## src/rtl/coeff_packer.sv

```systemverilog
// coeff_packer: pops COEFF_W-bit coefficients from the coefficient FIFO and
// packs them LSB-first into a dense WORD_W-bit word stream. Each frame holds
// N_COEFFS coefficients. The final word of a frame is zero-padded and flagged
// with out_last, and the next frame starts again at bit 0.
//
// Ports:
//   clk        rising-edge clock
//   resetn     synchronous reset, active-high (asserted = 1) despite the name
//   in_coeff   coefficient from the FIFO
//   in_valid   coefficient available
//   in_ready   pop strobe to the FIFO (combinational, depends on out_ready)
//   out_data   packed word (low WORD_W bits of the accumulator)
//   out_valid  out_data valid
//   out_ready  downstream accepts the word
//   out_last   current word is the final word of the frame
module coeff_packer #(
  parameter int COEFF_W  = 13,
  parameter int WORD_W   = 32,
  parameter int N_COEFFS = 701
) (
  input  logic               clk,
  input  logic               resetn,
  input  logic [COEFF_W-1:0] in_coeff,
  input  logic               in_valid,
  output logic               in_ready,
  output logic [WORD_W-1:0]  out_data,
  output logic               out_valid,
  input  logic               out_ready,
  output logic               out_last
);

  localparam int ACC_W  = WORD_W + COEFF_W - 1;
  localparam int FILL_W = $clog2(ACC_W + 1);
  localparam int CNT_W  = (N_COEFFS > 1) ? $clog2(N_COEFFS) : 1;

  localparam logic [FILL_W-1:0] WORD_FILL  = FILL_W'(WORD_W);
  localparam logic [FILL_W-1:0] COEFF_FILL = FILL_W'(COEFF_W);
  localparam logic [CNT_W-1:0]  CNT_LAST   = CNT_W'(N_COEFFS - 1);

  typedef enum logic {
    PACK,
    FLUSH
  } state_t;

  state_t              state, state_next;
  logic [ACC_W-1:0]    acc, acc_next;
  logic [FILL_W-1:0]   fill, fill_next;
  logic [CNT_W-1:0]    cnt, cnt_next;
  logic                pop, push;

  always_ff @(posedge clk) begin
    if (resetn) begin
      state <= PACK;
      acc   <= '0;
      fill  <= '0;
      cnt   <= '0;
    end else begin
      state <= state_next;
      acc   <= acc_next;
      fill  <= fill_next;
      cnt   <= cnt_next;
    end
  end

  assign out_data = acc[WORD_W-1:0];

  always_comb begin
    state_next = state;
    acc_next   = acc;
    fill_next  = fill;
    cnt_next   = cnt;
    out_valid  = 1'b0;
    out_last   = 1'b0;
    in_ready   = 1'b0;

    case (state)
      PACK: begin
        out_valid = (fill >= WORD_FILL);
        // A full word that leaves this cycle frees room for the next
        // coefficient, so out_ready feeds straight into in_ready.
        in_ready  = (fill < WORD_FILL) || out_ready;
      end
      FLUSH: begin
        out_valid = (fill != '0);
        out_last  = (fill != '0) && (fill <= WORD_FILL);
      end
      default: begin
        state_next = PACK;
      end
    endcase

    pop  = out_valid && out_ready;
    push = in_valid && in_ready;

    // Output shift is applied first so a same-cycle insert lands at the
    // post-shift fill position.
    if (pop) begin
      acc_next  = acc >> WORD_W;
      fill_next = (fill > WORD_FILL) ? (fill - WORD_FILL) : '0;
    end

    if (push) begin
      acc_next  = acc_next | (ACC_W'(in_coeff) << fill_next);
      fill_next = fill_next + COEFF_FILL;
      if (cnt == CNT_LAST) begin
        cnt_next   = '0;
        state_next = FLUSH;
      end else begin
        cnt_next = cnt + 1'b1;
      end
    end

    if (pop && out_last) begin
      state_next = PACK;
      fill_next  = '0;
      acc_next   = '0;
    end
  end

endmodule

```

## config.mk

```make
export PLATFORM = sky130hd
export DESIGN_NAME = coeff_packer
export DESIGN_NICKNAME = d
export VERILOG_FILES = /design/src/rtl/coeff_packer.sv
export SDC_FILE = /design/constraint.sdc
export NUM_CORES = 1
export LEC_CHECK = 0
export ABC_AREA = 1
export CELL_PAD_IN_SITES_DETAIL_PLACEMENT = 1
export CELL_PAD_IN_SITES_GLOBAL_PLACEMENT = 1
export CORE_ASPECT_RATIO = 0.7
export CORE_UTILIZATION = 30
export CTS_BUF_LIST = sky130_fd_sc_hd__clkbuf_4
export DETAILED_ROUTE_END_ITERATION = 8
export PLACE_DENSITY = 0.79
export SLEW_MARGIN = 20
export SYNTH_ARGS = -nofsm -noshare
export SYNTH_HDL_FRONTEND = slang
export SYNTH_SLANG_ARGS = --single-unit
```

## constraint.sdc

```tcl
create_clock -name clk -period 1.6 [get_ports clk]
set_input_delay 0.24 -clock clk [delete_from_list [all_inputs] [get_ports clk]]
set_output_delay 0.24 -clock clk [all_outputs]
set_load 0.01 [all_outputs]
```

run_1/layer_met4.png
Cells faint in the background.
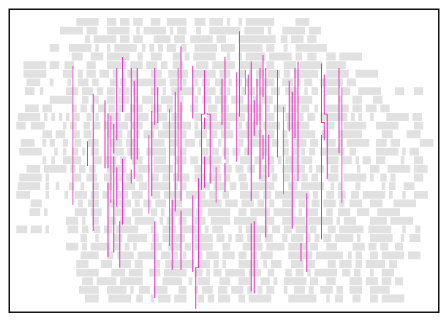
share of all routed wire: 6.7%
wire length on this layer: 1600 µm
main direction: vertical
nets with wire on the layer: 61
longest straight run: 53.0 µm
overall via count from detail_route: 5111
final wirelength: 23900 µm

run_1/congestion.png
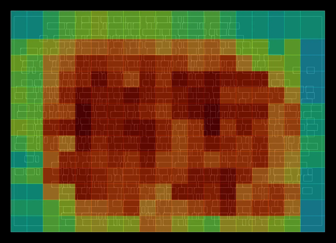
met2 track demand over resource: 47.6%
Global Route met3 Usage: 9.13%
Wirelength per Cell: 28.3 µm
most used routing layer in global routing: met2

==> report_table.html, run 1 <==
<h3>Flow metrics</h3>
<table>
<tr><th>Metric</th><th>Value</th></tr>
<tr><th colspan="2">Route</th></tr>
<tr><td>DRT antenna net count</td><td>0</td></tr>
<tr><td>Detailed-route vias per instance</td><td>6.06</td></tr>
<tr><td>First DRT Iteration DRCs</td><td>between 500 and 600</td></tr>
<tr><td>Initial DRT Pass Iterations</td><td>5</td></tr>
<tr><td>DRC viols</td><td>0</td></tr>
<tr><th colspan="2">STA</th></tr>
<tr><td>Worst Max-Slew Pin Slew</td><td>approximately 0.65 ns</td></tr>
<tr><td>Worst hold slack</td><td>around 0.49 ns</td></tr>
<tr><td>Final sum of negative setup slack</td><td>-27.09 ns</td></tr>
<tr><td>Unrepaired setup endpoints after global routing</td><td>true</td></tr>
<tr><td>Fmax achieved</td><td>about 0.43 GHz</td></tr>
<tr><td>Final critical-path required period</td><td>between 2 and 2.5 ns</td></tr>
<tr><td>Maximum clock skew at final layout</td><td>0.0227 ns</td></tr>
<tr><td>Final Slew Violations</td><td>0</td></tr>
<tr><td>Setup violation total in the final timing report</td><td>66</td></tr>
<tr><td>Worst slew margin relative to its limit</td><td>56.3%</td></tr>
<tr><td>Share of the cycle needed by the critical path after routing</td><td>144%</td></tr>
<tr><td>Hold Fails Final Rpt</td><td>0</td></tr>
<tr><td>Post-route setup slack</td><td>-0.701 ns</td></tr>
<tr><th colspan="2">Synth</th></tr>
<tr><td>Area leader share</td><td>approximately 33%</td></tr>
<tr><td>Yosys aoi share</td><td>11.1%</td></tr>
<tr><td>Dominant combinational family</td><td>simple AND/OR/NAND/NOR gates</td></tr>
<tr><td>Flip-flop and latch count after synthesis</td><td>approximately 61</td></tr>
<tr><td>Mapped cell area</td><td>3700 µm²</td></tr>
<tr><td>Nets at Floorplan</td><td>~570</td></tr>
<tr><td>Post-Synth XOR/XNOR Area</td><td>less than 1%</td></tr>
<tr><td>Number of cells produced by synthesis</td><td>~550</td></tr>
<tr><td>Number of enable-type register cells in the synthesized netlist</td><td>0</td></tr>
<tr><td>Synth warnings</td><td>0</td></tr>
<tr><td>Sequential-to-total area share from yosys stat</td><td>33.0%</td></tr>
<tr><td>Post-synth top cells</td><td>sky130_fd_sc_hd__nand2_1, sky130_fd_sc_hd__nand3_1, sky130_fd_sc_hd__dfxtp_1</td></tr>
<tr><td>Count of cell types in the netlist</td><td>37</td></tr>
<tr><td>Asr flop ratio synth</td><td>0%</td></tr>
<tr><td>Dominant synthesized flop cell</td><td>sky130_fd_sc_hd__dfxtp_1</td></tr>
<tr><td>Cell with the most instances after synthesis</td><td>sky130_fd_sc_hd__nand2_1</td></tr>
<tr><td>Cell type with the highest aggregate area in the netlist</td><td>sky130_fd_sc_hd__dfxtp_1</td></tr>
<tr><td>Post-synthesis chip area from yosys</td><td>roughly 3700 µm²</td></tr>
<tr><td>Proportion of synthesized area in mux cells</td><td>1.35%</td></tr>
<tr><td>Count of instantiated cells in the yosys netlist</td><td>~550</td></tr>
<tr><td>Post-Syn Area per Cell</td><td>~6.7 µm²</td></tr>
<tr><td>Share of synthesized cell area in and, or, nand and nor gates</td><td>between 30% and 40%</td></tr>
<tr><td>Top cells by area</td><td>sky130_fd_sc_hd__dfxtp_1, sky130_fd_sc_hd__nand2_1, sky130_fd_sc_hd__nand3_1, sky130_fd_sc_hd__buf_4, sky130_fd_sc_hd__a21oi_1</td></tr>
<tr><td>FA/HA/MAJ Cells, Area Fraction</td><td>around 1.0%</td></tr>
<tr><th colspan="2">Cells and area</th></tr>
<tr><td>Syn-to-layout area delta</td><td>87.8%</td></tr>
<tr><td>Top flop regs</td><td>acc: 44 flops, cnt: 10 flops, fill: 6 flops</td></tr>
<tr><td>Dominant logic cell type in the layout</td><td>sky130_fd_sc_hd__buf_4</td></tr>
<tr><td>Most frequent logic cells in the routed design</td><td>sky130_fd_sc_hd__buf_4, sky130_fd_sc_hd__nand2_1, sky130_fd_sc_hd__dfxtp_1</td></tr>
<tr><td>Number of flip-flops under the largest register name</td><td>44</td></tr>
<tr><td>Post-layout instance count excluding filler cells</td><td>between 800 and 900</td></tr>
<tr><td>Largest reg by FF count</td><td>acc</td></tr>
<tr><td>Post-layout nets</td><td>around 700</td></tr>
<tr><td>Share of post-route cells with drive strength above 1</td><td>~57%</td></tr>
<tr><td>Final Instance Area</td><td>roughly 6900 µm²</td></tr>
<tr><td>Utilization after layout</td><td>58.6%</td></tr>
<tr><th colspan="2">GRT</th></tr>
<tr><td>Number of global-route vias before repair</td><td>4887</td></tr>
<tr><td>Overflow left after global routing</td><td>0</td></tr>
<tr><td>Initial antenna violation count</td><td>1</td></tr>
<tr><td>Wire length of the first global-routing pass</td><td>27200 µm</td></tr>
<tr><td>Total routing resource utilization after global routing</td><td>~29%</td></tr>
<tr><td>Maximum number of pins on one net before global-route repair</td><td>45</td></tr>
<tr><th colspan="2">Floorplan</th></tr>
<tr><td>Number of rows in the core area</td><td>33</td></tr>
<tr><td>Top Ports</td><td>52</td></tr>
<tr><td>Die footprint</td><td>about 13000 µm²</td></tr>
<tr><td>Die X-Extent</td><td>roughly 130 µm</td></tr>
<tr><td>Standard cell core area</td><td>around 12000 µm²</td></tr>
<tr><td>Core utilization before placement</td><td>between 30% and 40%</td></tr>
<tr><td>Y dimension of the die</td><td>between 90 and 100 µm</td></tr>
<tr><th colspan="2">Setup path</th></tr>
<tr><td>CP Data Required Time</td><td>1.94 ns</td></tr>
<tr><td>Buffer and inverter count on the worst path</td><td>3</td></tr>
<tr><td>Setup crit start kind</td><td>flip-flop</td></tr>
<tr><td>Classification of the worst setup path</td><td>flip-flop to flip-flop</td></tr>
<tr><td>Capturing element of the worst setup path</td><td>fill[3]$_SDFF_PP0_</td></tr>
<tr><td>Worst Path Max Fanout</td><td>15</td></tr>
<tr><td>Cell-by-cell listing of the critical path</td><td>nor2_4 -&gt; nand2_1 -&gt; o21ai_2 -&gt; buf_4 -&gt; nand2_4 -&gt; nand2_8 -&gt; clkinv_16 -&gt; buf_4 -&gt; nor4_1 -&gt; nor3_1</td></tr>
<tr><td>Worst r2r dst</td><td>fill[3]$_SDFF_PP0_</td></tr>
<tr><td>CP arrival</td><td>between 2 and 3 ns</td></tr>
<tr><td>Top delay family on crit path</td><td>simple AND/OR/NAND/NOR gates</td></tr>
<tr><td>Max incr delay on CP</td><td>0.58 ns</td></tr>
<tr><td>Start point of the critical path</td><td>fill[2]$_SDFF_PP0_</td></tr>
<tr><td>Critical path capture point type</td><td>flip-flop</td></tr>
<tr><td>Cell at the slowest stage of the critical path</td><td>sky130_fd_sc_hd__nor4_1</td></tr>
<tr><td>Cell depth of the worst flop-to-flop path</td><td>10</td></tr>
<tr><td>Cell depth of the worst setup path</td><td>10</td></tr>
<tr><td>Flop-to-flop setup slack</td><td>-0.70 ns</td></tr>
<tr><td>Beginning of the worst register-to-register path</td><td>fill[2]$_SDFF_PP0_</td></tr>
<tr><td>Crit path top cell by count</td><td>sky130_fd_sc_hd__buf_4</td></tr>
<tr><th colspan="2">Worst hold path</th></tr>
<tr><td>Hold path start</td><td>acc[6]$_SDFF_PP0_</td></tr>
<tr><td>Number of cells on the worst hold path</td><td>2</td></tr>
<tr><td>Endpoint of the worst hold-timing path</td><td>acc[6]$_SDFF_PP0_</td></tr>
<tr><td>Path type of the worst min-delay path</td><td>flip-flop to flip-flop</td></tr>
<tr><th colspan="2">Clocking</th></tr>
<tr><td>CTS clock-pin slew for the worst setup and hold paths</td><td>about 0.13 ns</td></tr>
<tr><td>Clock tree from TritonCTS</td><td>yes</td></tr>
<tr><td>Number of buffers inserted by post-CTS setup repair</td><td>21</td></tr>
<tr><td>Number of H-tree levels</td><td>3</td></tr>
<tr><td>CTS Root Cell</td><td>sky130_fd_sc_hd__clkbuf_4</td></tr>
<tr><td>Cell resize tally after clock tree synthesis</td><td>about 180</td></tr>
<tr><td>Maximum root-to-sink buffer count</td><td>2</td></tr>
<tr><td>Post-cts hold buffer count</td><td>0</td></tr>
<tr><td>Total clock buffers created by CTS</td><td>9</td></tr>
<tr><td>Sinks on the clock net</td><td>61</td></tr>
<tr><th colspan="2">Placement</th></tr>
<tr><td>Post-DP HPWL</td><td>about 10000 µm</td></tr>
<tr><td>Post-Place Setup Slack</td><td>-0.730 ns</td></tr>
<tr><td>Number of placed instances, taps included</td><td>770</td></tr>
<tr><td>Cell area after placement</td><td>4700 µm²</td></tr>
<tr><td>Last weighted congestion value of the routability-driven placer</td><td>roughly 0.90</td></tr>
<tr><td>IO Port Bufs</td><td>approximately 50</td></tr>
<tr><th colspan="2">Flow run</th></tr>
<tr><td>Tool warnings</td><td>30</td></tr>
<tr><td>Number of max-cap violations</td><td>0</td></tr>
<tr><th colspan="2">Power</th></tr>
<tr><td>Power, Total</td><td>between 5 and 6 mW</td></tr>
<tr><td>PD cells</td><td>803 nW/µm²</td></tr>
<tr><td>Leakage power of the design</td><td>between 3 and 4 nW</td></tr>
<tr><td>Maximum vdd ir drop</td><td>between 0.5 and 0.6 mV</td></tr>
<tr><th colspan="2">Run status</th></tr>
<tr><td>Result of the run</td><td>finished with violations</td></tr>
<tr><td>Failing checks</td><td>setup timing</td></tr>
</table>
run_1/clk_routes.png
Scale bar: 50 µm.
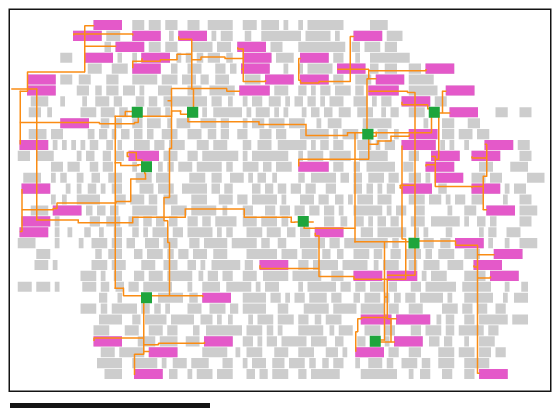
[orange] clock wires | length: 1180 µm
[magenta] flip-flops | count: 61
[green] clock drivers | count: 9
routed clock nets: 10
flops lie: widely spread
Clock power frac: 21.2%
later-pin clock latency in the skew report: 0.48 ns

==> run 1: area by class of cell <==
class                   count  area, µm²
diodes                      1       2.50
multi-input cells         386       3280
inverters                  48        249
clock inverters             6       53.8
repair buffers            174       1850
well taps                 157        196
flip-flops and latches     61       1240
fillers                  1309       4910
clock buffers              10       75.1
==> run 1: per-layer routing <==
layer | GRT usage [%] | vias up | routed length (µm)
li1 | - | 2088 | -
met1 | 34.1 | 2503 | 9030
met4 | 13.7 | 0 | 1600
met5 | 0 | - | 0
met2 | 47.6 | 374 | 11100
met3 | 9.13 | 146 | 2160
==> run 1: power breakdown <==
part | switching [mW] | leakage, nW | internal [mW]
Combinational | 1.61 | 2.56 | 1.06
Sequential | 0.0911 | 0.501 | 1.63
Clock | 0.709 | 0.0689 | 0.475
--- run 2 (diff from run 1) ---
--- a/config.mk
+++ b/config.mk
@@ -6,13 +6,13 @@
 export NUM_CORES = 1
 export LEC_CHECK = 0
 export ABC_AREA = 1
-export CELL_PAD_IN_SITES_DETAIL_PLACEMENT = 1
-export CELL_PAD_IN_SITES_GLOBAL_PLACEMENT = 1
+export CELL_PAD_IN_SITES_DETAIL_PLACEMENT = 0
+export CELL_PAD_IN_SITES_GLOBAL_PLACEMENT = 2
 export CORE_ASPECT_RATIO = 0.7
-export CORE_UTILIZATION = 30
+export CORE_UTILIZATION = 28
 export CTS_BUF_LIST = sky130_fd_sc_hd__clkbuf_4
 export DETAILED_ROUTE_END_ITERATION = 8
-export PLACE_DENSITY = 0.79
+export PLACE_DENSITY = 0.9
 export SLEW_MARGIN = 20
 export SYNTH_ARGS = -nofsm -noshare
 export SYNTH_HDL_FRONTEND = slang
==> report_table.html, run 2 <==
<h3>Flow metrics</h3>
<table>
<tr><th>Metric</th><th>Value</th></tr>
<tr><th colspan="2">STA</th></tr>
<tr><td>Worst hold slack</td><td>0.471 ns (-0.0197 ns)</td></tr>
<tr><td>Fmax achieved</td><td>0.512 GHz (+18%)</td></tr>
<tr><td>Maximum clock skew at final layout</td><td>0.0169 ns (-0.00581 ns)</td></tr>
<tr><td>Final critical-path required period</td><td>1.95 ns (-0.349 ns)</td></tr>
<tr><td>Final Slew Violations</td><td>0 (unchanged)</td></tr>
<tr><td>Setup violation total in the final timing report</td><td>55 (-17%)</td></tr>
<tr><td>Hold Fails Final Rpt</td><td>0 (unchanged)</td></tr>
<tr><td>Post-route setup slack</td><td>-0.352 ns (+0.349 ns)</td></tr>
<tr><td>Final sum of negative setup slack</td><td>-13.19 ns (+13.90 ns)</td></tr>
<tr><td>Share of the cycle needed by the critical path after routing</td><td>122% (-22 points)</td></tr>
<tr><td>Unrepaired setup endpoints after global routing</td><td>true</td></tr>
<tr><td>Worst Max-Slew Pin Slew</td><td>0.517 ns (-0.133 ns)</td></tr>
<tr><td>Worst slew margin relative to its limit</td><td>65.6% (+9.2 points)</td></tr>
<tr><th colspan="2">Setup path</th></tr>
<tr><td>Beginning of the worst register-to-register path</td><td>fill[5]$_SDFF_PP0_</td></tr>
<tr><td>Capturing element of the worst setup path</td><td>acc[5]$_SDFF_PP0_</td></tr>
<tr><td>Setup crit start kind</td><td>flip-flop</td></tr>
<tr><td>Top delay family on crit path</td><td>simple AND/OR/NAND/NOR gates</td></tr>
<tr><td>Worst Path Max Fanout</td><td>6 (-9)</td></tr>
<tr><td>CP arrival</td><td>2.33 ns (-0.31 ns)</td></tr>
<tr><td>Cell at the slowest stage of the critical path</td><td>sky130_fd_sc_hd__dfxtp_4</td></tr>
<tr><td>CP Data Required Time</td><td>1.97 ns (+0.03 ns)</td></tr>
<tr><td>Worst r2r dst</td><td>acc[5]$_SDFF_PP0_</td></tr>
<tr><td>Max incr delay on CP</td><td>0.40 ns (-0.18 ns)</td></tr>
<tr><td>Flop-to-flop setup slack</td><td>-0.35 ns (+0.35 ns)</td></tr>
<tr><td>Cell depth of the worst flop-to-flop path</td><td>9 (-1)</td></tr>
<tr><td>Buffer and inverter count on the worst path</td><td>1 (-2)</td></tr>
<tr><td>Cell depth of the worst setup path</td><td>9 (-1)</td></tr>
<tr><td>Crit path top cell by count</td><td>sky130_fd_sc_hd__nand4_1</td></tr>
<tr><td>Classification of the worst setup path</td><td>flip-flop to flip-flop</td></tr>
<tr><td>Cell-by-cell listing of the critical path</td><td>nor2_4 -&gt; nand3_4 -&gt; nand4_1 -&gt; nand2_4 -&gt; buf_12 -&gt; o211ai_4 -&gt; nand2_2 -&gt; nand4_1 -&gt; a31oi_1</td></tr>
<tr><td>Start point of the critical path</td><td>fill[5]$_SDFF_PP0_</td></tr>
<tr><td>Critical path capture point type</td><td>flip-flop</td></tr>
<tr><th colspan="2">Route</th></tr>
<tr><td>First DRT Iteration DRCs</td><td>261 (-49%)</td></tr>
<tr><td>DRC viols</td><td>0 (unchanged)</td></tr>
<tr><td>Initial DRT Pass Iterations</td><td>4 (-1)</td></tr>
<tr><td>Overall via count from detail_route</td><td>4126 (-19%)</td></tr>
<tr><td>Wirelength per Cell</td><td>16.8 µm (-41%)</td></tr>
<tr><td>Detailed-route vias per instance</td><td>5.12 (-16%)</td></tr>
<tr><td>Final wirelength</td><td>13500 µm (-43%)</td></tr>
<tr><td>DRT antenna net count</td><td>0 (unchanged)</td></tr>
<tr><th colspan="2">Cells and area</th></tr>
<tr><td>Final Instance Area</td><td>6000 µm² (-14%)</td></tr>
<tr><td>Post-layout instance count excluding filler cells</td><td>806 (-4.4%)</td></tr>
<tr><td>Relative area of clock buffers and inverters in the final design</td><td>2.61% (+0.75 points)</td></tr>
<tr><td>Storage element area</td><td>1240 µm² (unchanged)</td></tr>
<tr><td>Largest reg by FF count</td><td>acc</td></tr>
<tr><td>Post-layout nets</td><td>659 (-5.9%)</td></tr>
<tr><td>Number of multi-input combinational cells</td><td>386 (unchanged)</td></tr>
<tr><td>Combinational Area</td><td>2810 µm² (-15%)</td></tr>
<tr><td>Share of post-route cells with drive strength above 1</td><td>45.0% (-12 points)</td></tr>
<tr><td>Seq Cell Count</td><td>61 (unchanged)</td></tr>
<tr><td>Dominant logic cell type in the layout</td><td>sky130_fd_sc_hd__nand2_1</td></tr>
<tr><td>Cell class with the largest area share</td><td>multi-input combinational cells</td></tr>
<tr><td>Diode insertion count for antenna repair</td><td>0 (-1)</td></tr>
<tr><td>Number of clock buffer instances in the layout</td><td>9 (-1)</td></tr>
<tr><td>Top flop regs</td><td>acc: 44 flops, cnt: 10 flops, fill: 6 flops</td></tr>
<tr><td>Syn-to-layout area delta</td><td>62.4%</td></tr>
<tr><td>Bufs w/o clock</td><td>132 (-24%)</td></tr>
<tr><td>Fill cell total of the finished layout</td><td>1182 (-9.7%)</td></tr>
<tr><td>Number of flip-flops under the largest register name</td><td>44 (unchanged)</td></tr>
<tr><td>Most frequent logic cells in the routed design</td><td>sky130_fd_sc_hd__nand2_1, sky130_fd_sc_hd__dfxtp_1, sky130_fd_sc_hd__buf_4</td></tr>
<tr><td>Combinational fraction of the cell area</td><td>46.8% (-0.53 points)</td></tr>
<tr><td>Buffering overhead</td><td>22.9% (-3.7 points)</td></tr>
<tr><td>Non-Clock Inverter Count</td><td>49 (+2.1%)</td></tr>
<tr><th colspan="2">Flow run</th></tr>
<tr><td>Number of max-cap violations</td><td>0 (unchanged)</td></tr>
<tr><td>Tool warnings</td><td>30 (unchanged)</td></tr>
<tr><th colspan="2">Power</th></tr>
<tr><td>Power, Total</td><td>4.87 mW (-13%)</td></tr>
<tr><td>PD cells</td><td>811 nW/µm² (+0.91%)</td></tr>
<tr><td>Maximum vdd ir drop</td><td>0.470 mV (-7.1%)</td></tr>
<tr><td>Leakage power of the design</td><td>2.76 nW (-12%)</td></tr>
<tr><th colspan="2">Synth</th></tr>
<tr><td>Number of enable-type register cells in the synthesized netlist</td><td>0 (unchanged)</td></tr>
<tr><td>Synth warnings</td><td>0 (unchanged)</td></tr>
<tr><td>Mapped cell area</td><td>3700 µm² (unchanged)</td></tr>
<tr><td>Count of instantiated cells in the yosys netlist</td><td>550 (unchanged)</td></tr>
<tr><td>Number of cells produced by synthesis</td><td>550 (unchanged)</td></tr>
<tr><td>Dominant synthesized flop cell</td><td>sky130_fd_sc_hd__dfxtp_1</td></tr>
<tr><td>Asr flop ratio synth</td><td>0% (unchanged)</td></tr>
<tr><td>Post-synthesis chip area from yosys</td><td>3700 µm² (unchanged)</td></tr>
<tr><td>Post-Syn Area per Cell</td><td>6.72 µm² (unchanged)</td></tr>
<tr><td>Flip-flop and latch count after synthesis</td><td>61 (unchanged)</td></tr>
<tr><td>Cell type with the highest aggregate area in the netlist</td><td>sky130_fd_sc_hd__dfxtp_1</td></tr>
<tr><td>Sequential-to-total area share from yosys stat</td><td>33.0% (unchanged)</td></tr>
<tr><td>Area leader share</td><td>33.0% (unchanged)</td></tr>
<tr><td>Top cells by area</td><td>sky130_fd_sc_hd__dfxtp_1, sky130_fd_sc_hd__nand2_1, sky130_fd_sc_hd__nand3_1, sky130_fd_sc_hd__buf_4, sky130_fd_sc_hd__a21oi_1</td></tr>
<tr><td>Post-synth top cells</td><td>sky130_fd_sc_hd__nand2_1, sky130_fd_sc_hd__nand3_1, sky130_fd_sc_hd__dfxtp_1</td></tr>
<tr><td>Count of cell types in the netlist</td><td>37 (unchanged)</td></tr>
<tr><td>Cell with the most instances after synthesis</td><td>sky130_fd_sc_hd__nand2_1</td></tr>
<tr><td>Nets at Floorplan</td><td>570 (unchanged)</td></tr>
<tr><th colspan="2">Placement</th></tr>
<tr><td>Post-Place Setup Slack</td><td>-0.702 ns (+0.0277 ns)</td></tr>
<tr><td>Post-DP HPWL</td><td>8960 µm (-14%)</td></tr>
<tr><td>Last weighted congestion value of the routability-driven placer</td><td>0.871 (-3.1%)</td></tr>
<tr><td>Number of placed instances, taps included</td><td>762 (-1.0%)</td></tr>
<tr><td>Cell area after placement</td><td>4610 µm² (-1.9%)</td></tr>
<tr><th colspan="2">Clocking</th></tr>
<tr><td>Clock tree from TritonCTS</td><td>yes</td></tr>
<tr><td>Cell resize tally after clock tree synthesis</td><td>148 (-18%)</td></tr>
<tr><td>Later-pin clock latency in the skew report</td><td>0.44 ns (-0.04 ns)</td></tr>
<tr><td>Total clock buffers created by CTS</td><td>9 (unchanged)</td></tr>
<tr><td>Post-cts hold buffer count</td><td>0 (unchanged)</td></tr>
<tr><td>Number of H-tree levels</td><td>3 (unchanged)</td></tr>
<tr><td>CTS Root Cell</td><td>sky130_fd_sc_hd__clkbuf_4</td></tr>
<tr><td>CTS clock-pin slew for the worst setup and hold paths</td><td>0.12 ns (about the same)</td></tr>
<tr><td>Maximum root-to-sink buffer count</td><td>2 (unchanged)</td></tr>
<tr><td>Sinks on the clock net</td><td>61 (unchanged)</td></tr>
<tr><td>Number of buffers inserted by post-CTS setup repair</td><td>16 (-24%)</td></tr>
<tr><th colspan="2">GRT</th></tr>
<tr><td>Met2 track demand over resource</td><td>29.9% (-18 points)</td></tr>
<tr><td>Maximum number of pins on one net before global-route repair</td><td>45 (unchanged)</td></tr>
<tr><td>Wire length of the first global-routing pass</td><td>20700 µm (-24%)</td></tr>
<tr><td>GR Layer Usage met1</td><td>27.2% (-6.9 points)</td></tr>
<tr><td>Global Route met3 Usage</td><td>4.51% (-4.6 points)</td></tr>
<tr><td>Most used routing layer in global routing</td><td>met2</td></tr>
<tr><td>Overflow left after global routing</td><td>0 (unchanged)</td></tr>
<tr><td>Initial antenna violation count</td><td>0 (-1)</td></tr>
<tr><td>Number of global-route vias before repair</td><td>4041 (-17%)</td></tr>
<tr><td>Total routing resource utilization after global routing</td><td>19.5% (-9.3 points)</td></tr>
<tr><th colspan="2">Floorplan</th></tr>
<tr><td>Core utilization before placement</td><td>29.3% (-1.9 points)</td></tr>
<tr><td>Top Ports</td><td>52 (unchanged)</td></tr>
<tr><td>Total number of tap cells</td><td>162 (+3.2%)</td></tr>
<tr><td>Standard cell core area</td><td>12600 µm² (+6.6%)</td></tr>
<tr><td>Die footprint</td><td>13700 µm² (+7.0%)</td></tr>
<tr><td>Number of rows in the core area</td><td>34 (+3.0%)</td></tr>
<tr><th colspan="2">Worst hold path</th></tr>
<tr><td>Path type of the worst min-delay path</td><td>flip-flop to flip-flop</td></tr>
<tr><td>Hold path start</td><td>acc[37]$_SDFF_PP0_</td></tr>
<tr><td>Endpoint of the worst hold-timing path</td><td>acc[37]$_SDFF_PP0_</td></tr>
<tr><td>Number of cells on the worst hold path</td><td>2 (unchanged)</td></tr>
<tr><th colspan="2">Run status</th></tr>
<tr><td>Result of the run</td><td>finished with violations</td></tr>
<tr><td>Failing checks</td><td>setup timing</td></tr>
</table>
run 2: cell counts after synthesis:
No cell type changed its count.
run 2: cells by family (layout without fill, tap and decap cells):
logic type,after synthesis,in the layout,share of synthesized area [%]
flops,61,61,33.0
mux,5,5,1.35
fa+ha+maj,3,3,1.02
simple gates,301,303,38.4
compound gates,74,74,11.1
xor+xnor,1,1,0.237
buf+inv,105,197,14.9
run 2: where the power goes:
part	internal [mW]	leakage (nW)	switching, mW
sequential	1.63	0.501	0.0665
combinational	0.811	2.18	1.10
clock	0.625	0.0814	0.634
run 2: per-layer routing:
metal / vias up / part of all wire (%)
met5: - / 0
met2: 117 / 45
li1: 2007 / -
met3: 23 / 5.8
met4: 0 / 1.6
met1: 1979 / 48
run_2/flops_by_reg.png
Other sequential cells in the stronger gray, the rest of the logic in the fainter gray.
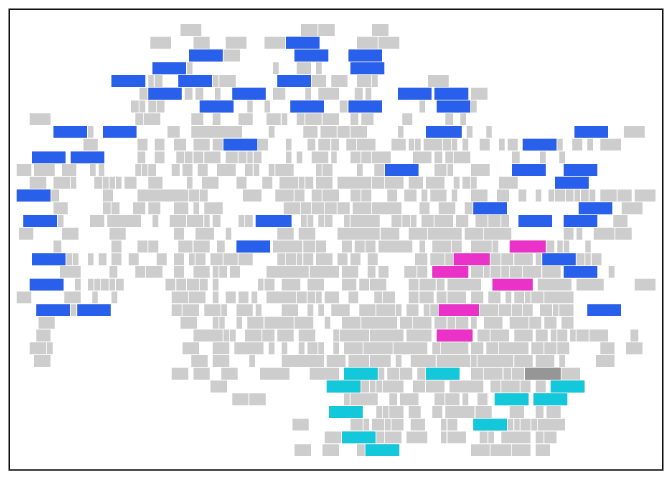
| color | netlist name | placed flops |
|---|---|---|
| cyan | `cnt` | 10 |
| blue | `acc` | 44 |
| magenta | `fill` | 6 |
not colored: 1
utilization after layout: 47.5%
reported sequential group power: 1.70 mW
share of the final layout cell area in sequential cells: 20.6%

run_2/io_placement.png
Pins as bars across the die edge, other pins in gray.
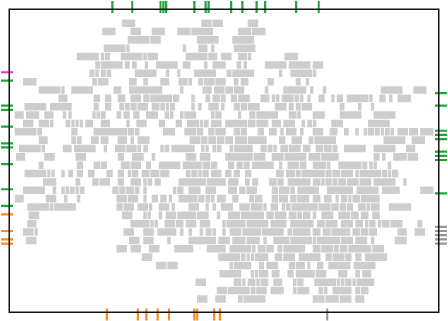
| color | port | pins | direction | edge |
|---|---|---|---|---|
| orange | `in_coeff` | 13 | input | 9 bottom, 4 left |
| magenta | `clk` | 1 | input | left |
| green | `out_data` | 32 | output | 14 top, 9 right, 9 left |
y dimension of the die: 98.1 µm
IO Port Bufs: 51
Die X-Extent: 139 µm

--- run 3 (diff from run 2) ---
--- a/config.mk
+++ b/config.mk
@@ -12,6 +12,7 @@
 export CORE_UTILIZATION = 28
 export CTS_BUF_LIST = sky130_fd_sc_hd__clkbuf_4
 export DETAILED_ROUTE_END_ITERATION = 8
+export GPL_TIMING_DRIVEN = 0
 export PLACE_DENSITY = 0.9
 export SLEW_MARGIN = 20
 export SYNTH_ARGS = -nofsm -noshare
==> report_table.html, run 3 <==
<h3>Flow metrics</h3>
<table>
<tr><th>Metric</th><th>Value</th></tr>
<tr><th colspan="2">Synth</th></tr>
<tr><td>Area leader share</td><td>33.0% (unchanged)</td></tr>
<tr><td>Sequential-to-total area share from yosys stat</td><td>33.0% (unchanged)</td></tr>
<tr><td>Post-synth top cells</td><td>sky130_fd_sc_hd__nand2_1, sky130_fd_sc_hd__nand3_1, sky130_fd_sc_hd__dfxtp_1</td></tr>
<tr><td>FA/HA/MAJ Cells, Area Fraction</td><td>1.02% (unchanged)</td></tr>
<tr><td>Count of instantiated cells in the yosys netlist</td><td>550 (unchanged)</td></tr>
<tr><td>Post-Syn Area per Cell</td><td>6.72 µm² (unchanged)</td></tr>
<tr><td>Synth warnings</td><td>0 (unchanged)</td></tr>
<tr><td>Cell with the most instances after synthesis</td><td>sky130_fd_sc_hd__nand2_1</td></tr>
<tr><td>Dominant combinational family</td><td>simple AND/OR/NAND/NOR gates</td></tr>
<tr><td>Count of cell types in the netlist</td><td>37 (unchanged)</td></tr>
<tr><td>Cell type with the highest aggregate area in the netlist</td><td>sky130_fd_sc_hd__dfxtp_1</td></tr>
<tr><td>Post-Synth XOR/XNOR Area</td><td>0.237% (unchanged)</td></tr>
<tr><td>Asr flop ratio synth</td><td>0% (unchanged)</td></tr>
<tr><td>Post-synthesis chip area from yosys</td><td>3700 µm² (unchanged)</td></tr>
<tr><td>Yosys aoi share</td><td>11.1% (unchanged)</td></tr>
<tr><td>Top cells by area</td><td>sky130_fd_sc_hd__dfxtp_1, sky130_fd_sc_hd__nand2_1, sky130_fd_sc_hd__nand3_1, sky130_fd_sc_hd__buf_4, sky130_fd_sc_hd__a21oi_1</td></tr>
<tr><td>Mapped cell area</td><td>3700 µm² (unchanged)</td></tr>
<tr><td>Share of synthesized cell area in and, or, nand and nor gates</td><td>38.4% (unchanged)</td></tr>
<tr><td>Dominant synthesized flop cell</td><td>sky130_fd_sc_hd__dfxtp_1</td></tr>
<tr><td>Nets at Floorplan</td><td>570 (unchanged)</td></tr>
<tr><th colspan="2">Cells and area</th></tr>
<tr><td>Combinational Area</td><td>2700 µm² (-4.0%)</td></tr>
<tr><td>Largest reg by FF count</td><td>acc</td></tr>
<tr><td>Share of post-route cells with drive strength above 1</td><td>47.1% (+2.1 points)</td></tr>
<tr><td>Post-layout nets</td><td>697 (+5.8%)</td></tr>
<tr><td>Utilization after layout</td><td>48.6% (+1.1 points)</td></tr>
<tr><td>Seq Cell Count</td><td>61 (unchanged)</td></tr>
<tr><td>Cell class with the largest area share</td><td>multi-input combinational cells</td></tr>
<tr><td>Final Instance Area</td><td>6140 µm² (+2.3%)</td></tr>
<tr><td>Number of multi-input combinational cells</td><td>384 (-0.52%)</td></tr>
<tr><td>Diode insertion count for antenna repair</td><td>0 (unchanged)</td></tr>
<tr><td>Bufs w/o clock</td><td>173 (+31%)</td></tr>
<tr><td>Syn-to-layout area delta</td><td>66.1%</td></tr>
<tr><td>Number of flip-flops under the largest register name</td><td>44 (unchanged)</td></tr>
<tr><td>Top flop regs</td><td>acc: 44 flops, cnt: 10 flops, fill: 6 flops</td></tr>
<tr><td>Non-Clock Inverter Count</td><td>48 (-2.0%)</td></tr>
<tr><td>Most frequent logic cells in the routed design</td><td>sky130_fd_sc_hd__nand2_1, sky130_fd_sc_hd__buf_4, sky130_fd_sc_hd__dfxtp_1</td></tr>
<tr><th colspan="2">Placement</th></tr>
<tr><td>Number of placed instances, taps included</td><td>763 (+0.13%)</td></tr>
<tr><td>Cell area after placement</td><td>4500 µm² (-2.3%)</td></tr>
<tr><td>IO Port Bufs</td><td>51 (unchanged)</td></tr>
<tr><td>Last weighted congestion value of the routability-driven placer</td><td>0.916 (+5.2%)</td></tr>
<tr><th colspan="2">Setup path</th></tr>
<tr><td>Beginning of the worst register-to-register path</td><td>fill[4]$_SDFF_PP0_</td></tr>
<tr><td>Classification of the worst setup path</td><td>flip-flop to flip-flop</td></tr>
<tr><td>Flop-to-flop setup slack</td><td>-0.36 ns (about the same)</td></tr>
<tr><td>Cell at the slowest stage of the critical path</td><td>sky130_fd_sc_hd__dfxtp_4</td></tr>
<tr><td>Cell depth of the worst setup path</td><td>10 (+1)</td></tr>
<tr><td>Top delay family on crit path</td><td>simple AND/OR/NAND/NOR gates</td></tr>
<tr><td>Crit path top cell by count</td><td>sky130_fd_sc_hd__nand4_1</td></tr>
<tr><td>Worst r2r dst</td><td>acc[26]$_SDFF_PP0_</td></tr>
<tr><td>Worst Path Max Fanout</td><td>7 (+1)</td></tr>
<tr><td>Cell depth of the worst flop-to-flop path</td><td>10 (+1)</td></tr>
<tr><td>CP Data Required Time</td><td>1.97 ns (about the same)</td></tr>
<tr><td>Max incr delay on CP</td><td>0.38 ns (-0.02 ns)</td></tr>
<tr><td>Critical path capture point type</td><td>flip-flop</td></tr>
<tr><td>Cell-by-cell listing of the critical path</td><td>nor2_4 -&gt; nand3_4 -&gt; nand4_1 -&gt; nand2_4 -&gt; inv_6 -&gt; buf_8 -&gt; nand4_1 -&gt; nor2_1 -&gt; a22oi_1 -&gt; a21oi_1</td></tr>
<tr><td>Buffer and inverter count on the worst path</td><td>2 (+1)</td></tr>
<tr><td>CP arrival</td><td>2.33 ns (about the same)</td></tr>
<tr><td>Setup crit start kind</td><td>flip-flop</td></tr>
<tr><th colspan="2">Route</th></tr>
<tr><td>DRT antenna net count</td><td>0 (unchanged)</td></tr>
<tr><td>First DRT Iteration DRCs</td><td>300 (+15%)</td></tr>
<tr><td>Detailed-route vias per instance</td><td>5.11 (-0.19%)</td></tr>
<tr><td>Wire length the detailed router placed on met1</td><td>6910 µm (+6.8%)</td></tr>
<tr><td>Routed wire length on met3</td><td>948 µm (+20%)</td></tr>
<tr><td>DRC viols</td><td>0 (unchanged)</td></tr>
<tr><td>Routed length on met2</td><td>6180 µm (+2.1%)</td></tr>
<tr><td>Overall via count from detail_route</td><td>4307 (+4.4%)</td></tr>
<tr><td>Highest signal layer in the routed design</td><td>met4</td></tr>
<tr><td>Final wirelength</td><td>14200 µm (+4.9%)</td></tr>
<tr><th colspan="2">Floorplan</th></tr>
<tr><td>Total number of tap cells</td><td>162 (unchanged)</td></tr>
<tr><td>Top Ports</td><td>52 (unchanged)</td></tr>
<tr><td>Core utilization before placement</td><td>29.3% (unchanged)</td></tr>
<tr><td>Standard cell core area</td><td>12600 µm² (unchanged)</td></tr>
<tr><td>Die X-Extent</td><td>139 µm (unchanged)</td></tr>
<tr><th colspan="2">Power</th></tr>
<tr><td>Maximum vdd ir drop</td><td>0.362 mV (-23%)</td></tr>
<tr><td>Clock power frac</td><td>24.6% (-1.3 points)</td></tr>
<tr><td>Power, Total</td><td>4.99 mW (+2.5%)</td></tr>
<tr><td>Combinational logic power</td><td>2.06 mW (+8%)</td></tr>
<tr><td>Reported sequential group power</td><td>1.70 mW (about the same)</td></tr>
<tr><td>Max power group</td><td>combinational logic</td></tr>
<tr><td>Leakage power of the design</td><td>2.78 nW (+0.50%)</td></tr>
<tr><td>Clock distribution power</td><td>1.23 mW (about the same)</td></tr>
<tr><td>PD cells</td><td>812 nW/µm² (+0.22%)</td></tr>
<tr><td>Fraction of power spent switching nets</td><td>36.0% (-0.94 points)</td></tr>
<tr><th colspan="2">GRT</th></tr>
<tr><td>Maximum number of pins on one net before global-route repair</td><td>11 (-76%)</td></tr>
<tr><td>Initial antenna violation count</td><td>0 (unchanged)</td></tr>
<tr><td>Number of global-route vias before repair</td><td>3903 (-3.4%)</td></tr>
<tr><td>Wire length of the first global-routing pass</td><td>20800 µm (+0.23%)</td></tr>
<tr><th colspan="2">STA</th></tr>
<tr><td>Post-route setup slack</td><td>-0.357 ns (-0.00517 ns)</td></tr>
<tr><td>Share of the cycle needed by the critical path after routing</td><td>122% (+0.32 points)</td></tr>
<tr><td>Worst hold slack</td><td>0.408 ns (-0.0635 ns)</td></tr>
<tr><td>Worst slew margin relative to its limit</td><td>70.7% (+5.2 points)</td></tr>
<tr><td>Setup violation total in the final timing report</td><td>57 (+3.6%)</td></tr>
<tr><td>Maximum clock skew at final layout</td><td>0.0161 ns (-0.000800 ns)</td></tr>
<tr><td>Unrepaired setup endpoints after global routing</td><td>true</td></tr>
<tr><td>Hold Fails Final Rpt</td><td>0 (unchanged)</td></tr>
<tr><td>Fmax achieved</td><td>0.511 GHz (-0.26%)</td></tr>
<tr><td>Final critical-path required period</td><td>1.96 ns (+0.00517 ns)</td></tr>
<tr><td>Final sum of negative setup slack</td><td>-14.24 ns (-1.05 ns)</td></tr>
<tr><td>Worst Max-Slew Pin Slew</td><td>0.439 ns (-0.0777 ns)</td></tr>
<tr><th colspan="2">Clocking</th></tr>
<tr><td>Number of H-tree levels</td><td>3 (unchanged)</td></tr>
<tr><td>Total clock buffers created by CTS</td><td>9 (unchanged)</td></tr>
<tr><td>CTS Root Cell</td><td>sky130_fd_sc_hd__clkbuf_4</td></tr>
<tr><td>Sinks on the clock net</td><td>61 (unchanged)</td></tr>
<tr><td>Maximum root-to-sink buffer count</td><td>2 (unchanged)</td></tr>
<tr><td>Clock tree from TritonCTS</td><td>yes</td></tr>
<tr><td>CTS clock-pin slew for the worst setup and hold paths</td><td>0.11 ns (about the same)</td></tr>
<tr><th colspan="2">Flow run</th></tr>
<tr><td>Tool warnings</td><td>30 (unchanged)</td></tr>
<tr><td>Number of max-cap violations</td><td>0 (unchanged)</td></tr>
<tr><th colspan="2">Worst hold path</th></tr>
<tr><td>Path type of the worst min-delay path</td><td>input port to flip-flop</td></tr>
<tr><th colspan="2">Run status</th></tr>
<tr><td>Failing checks</td><td>setup timing</td></tr>
<tr><td>Result of the run</td><td>finished with violations</td></tr>
</table>
run 3: cell types whose count changed in the layout (fill, tap and decap cells not counted), moves of 5 or more:
cell                              change
sky130_fd_sc_hd__clkbuf_2             +5
sky130_fd_sc_hd__dlymetal6s2s_1      -15
sky130_fd_sc_hd__buf_4               +34
sky130_fd_sc_hd__buf_6                -7
sky130_fd_sc_hd__nand3_1              +9
sky130_fd_sc_hd__dlygate4sd2_1       +23
sky130_fd_sc_hd__nand3_2              -5
sky130_fd_sc_hd__clkdlybuf4s50_1      -8
sky130_fd_sc_hd__dfxtp_1              -6
run 3: repair_timing:
action,in CTS,in global routing
gates cloned,4,2
buffers inserted,36,25
endpoints found under the hold margin,0,0
resized,161,143
endpoints found under the setup margin,96,65
pin swaps,31,55
run_3/congestion.png
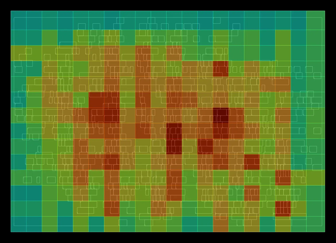
met2 track demand over resource: 29.0%
GR Layer Usage met1: 29.0%
total routing resource utilization after global routing: 19.9%
Global Route met3 Usage: 4.86%
most used routing layer in global routing: met1

run_3/flops_by_reg.png
Other sequential cells in the stronger gray, the rest of the logic in the fainter gray.
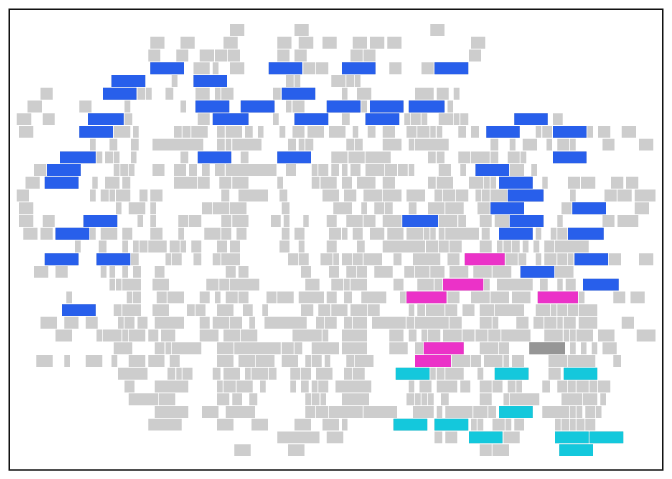
| color | netlist name | placed flops |
|---|---|---|
| blue | `acc` | 44 |
| cyan | `cnt` | 10 |
| magenta | `fill` | 6 |
not colored: 1
storage element area: 1250 µm²
share of the final layout cell area in sequential cells: 20.4%

Power and IR drop assume default switching activity.
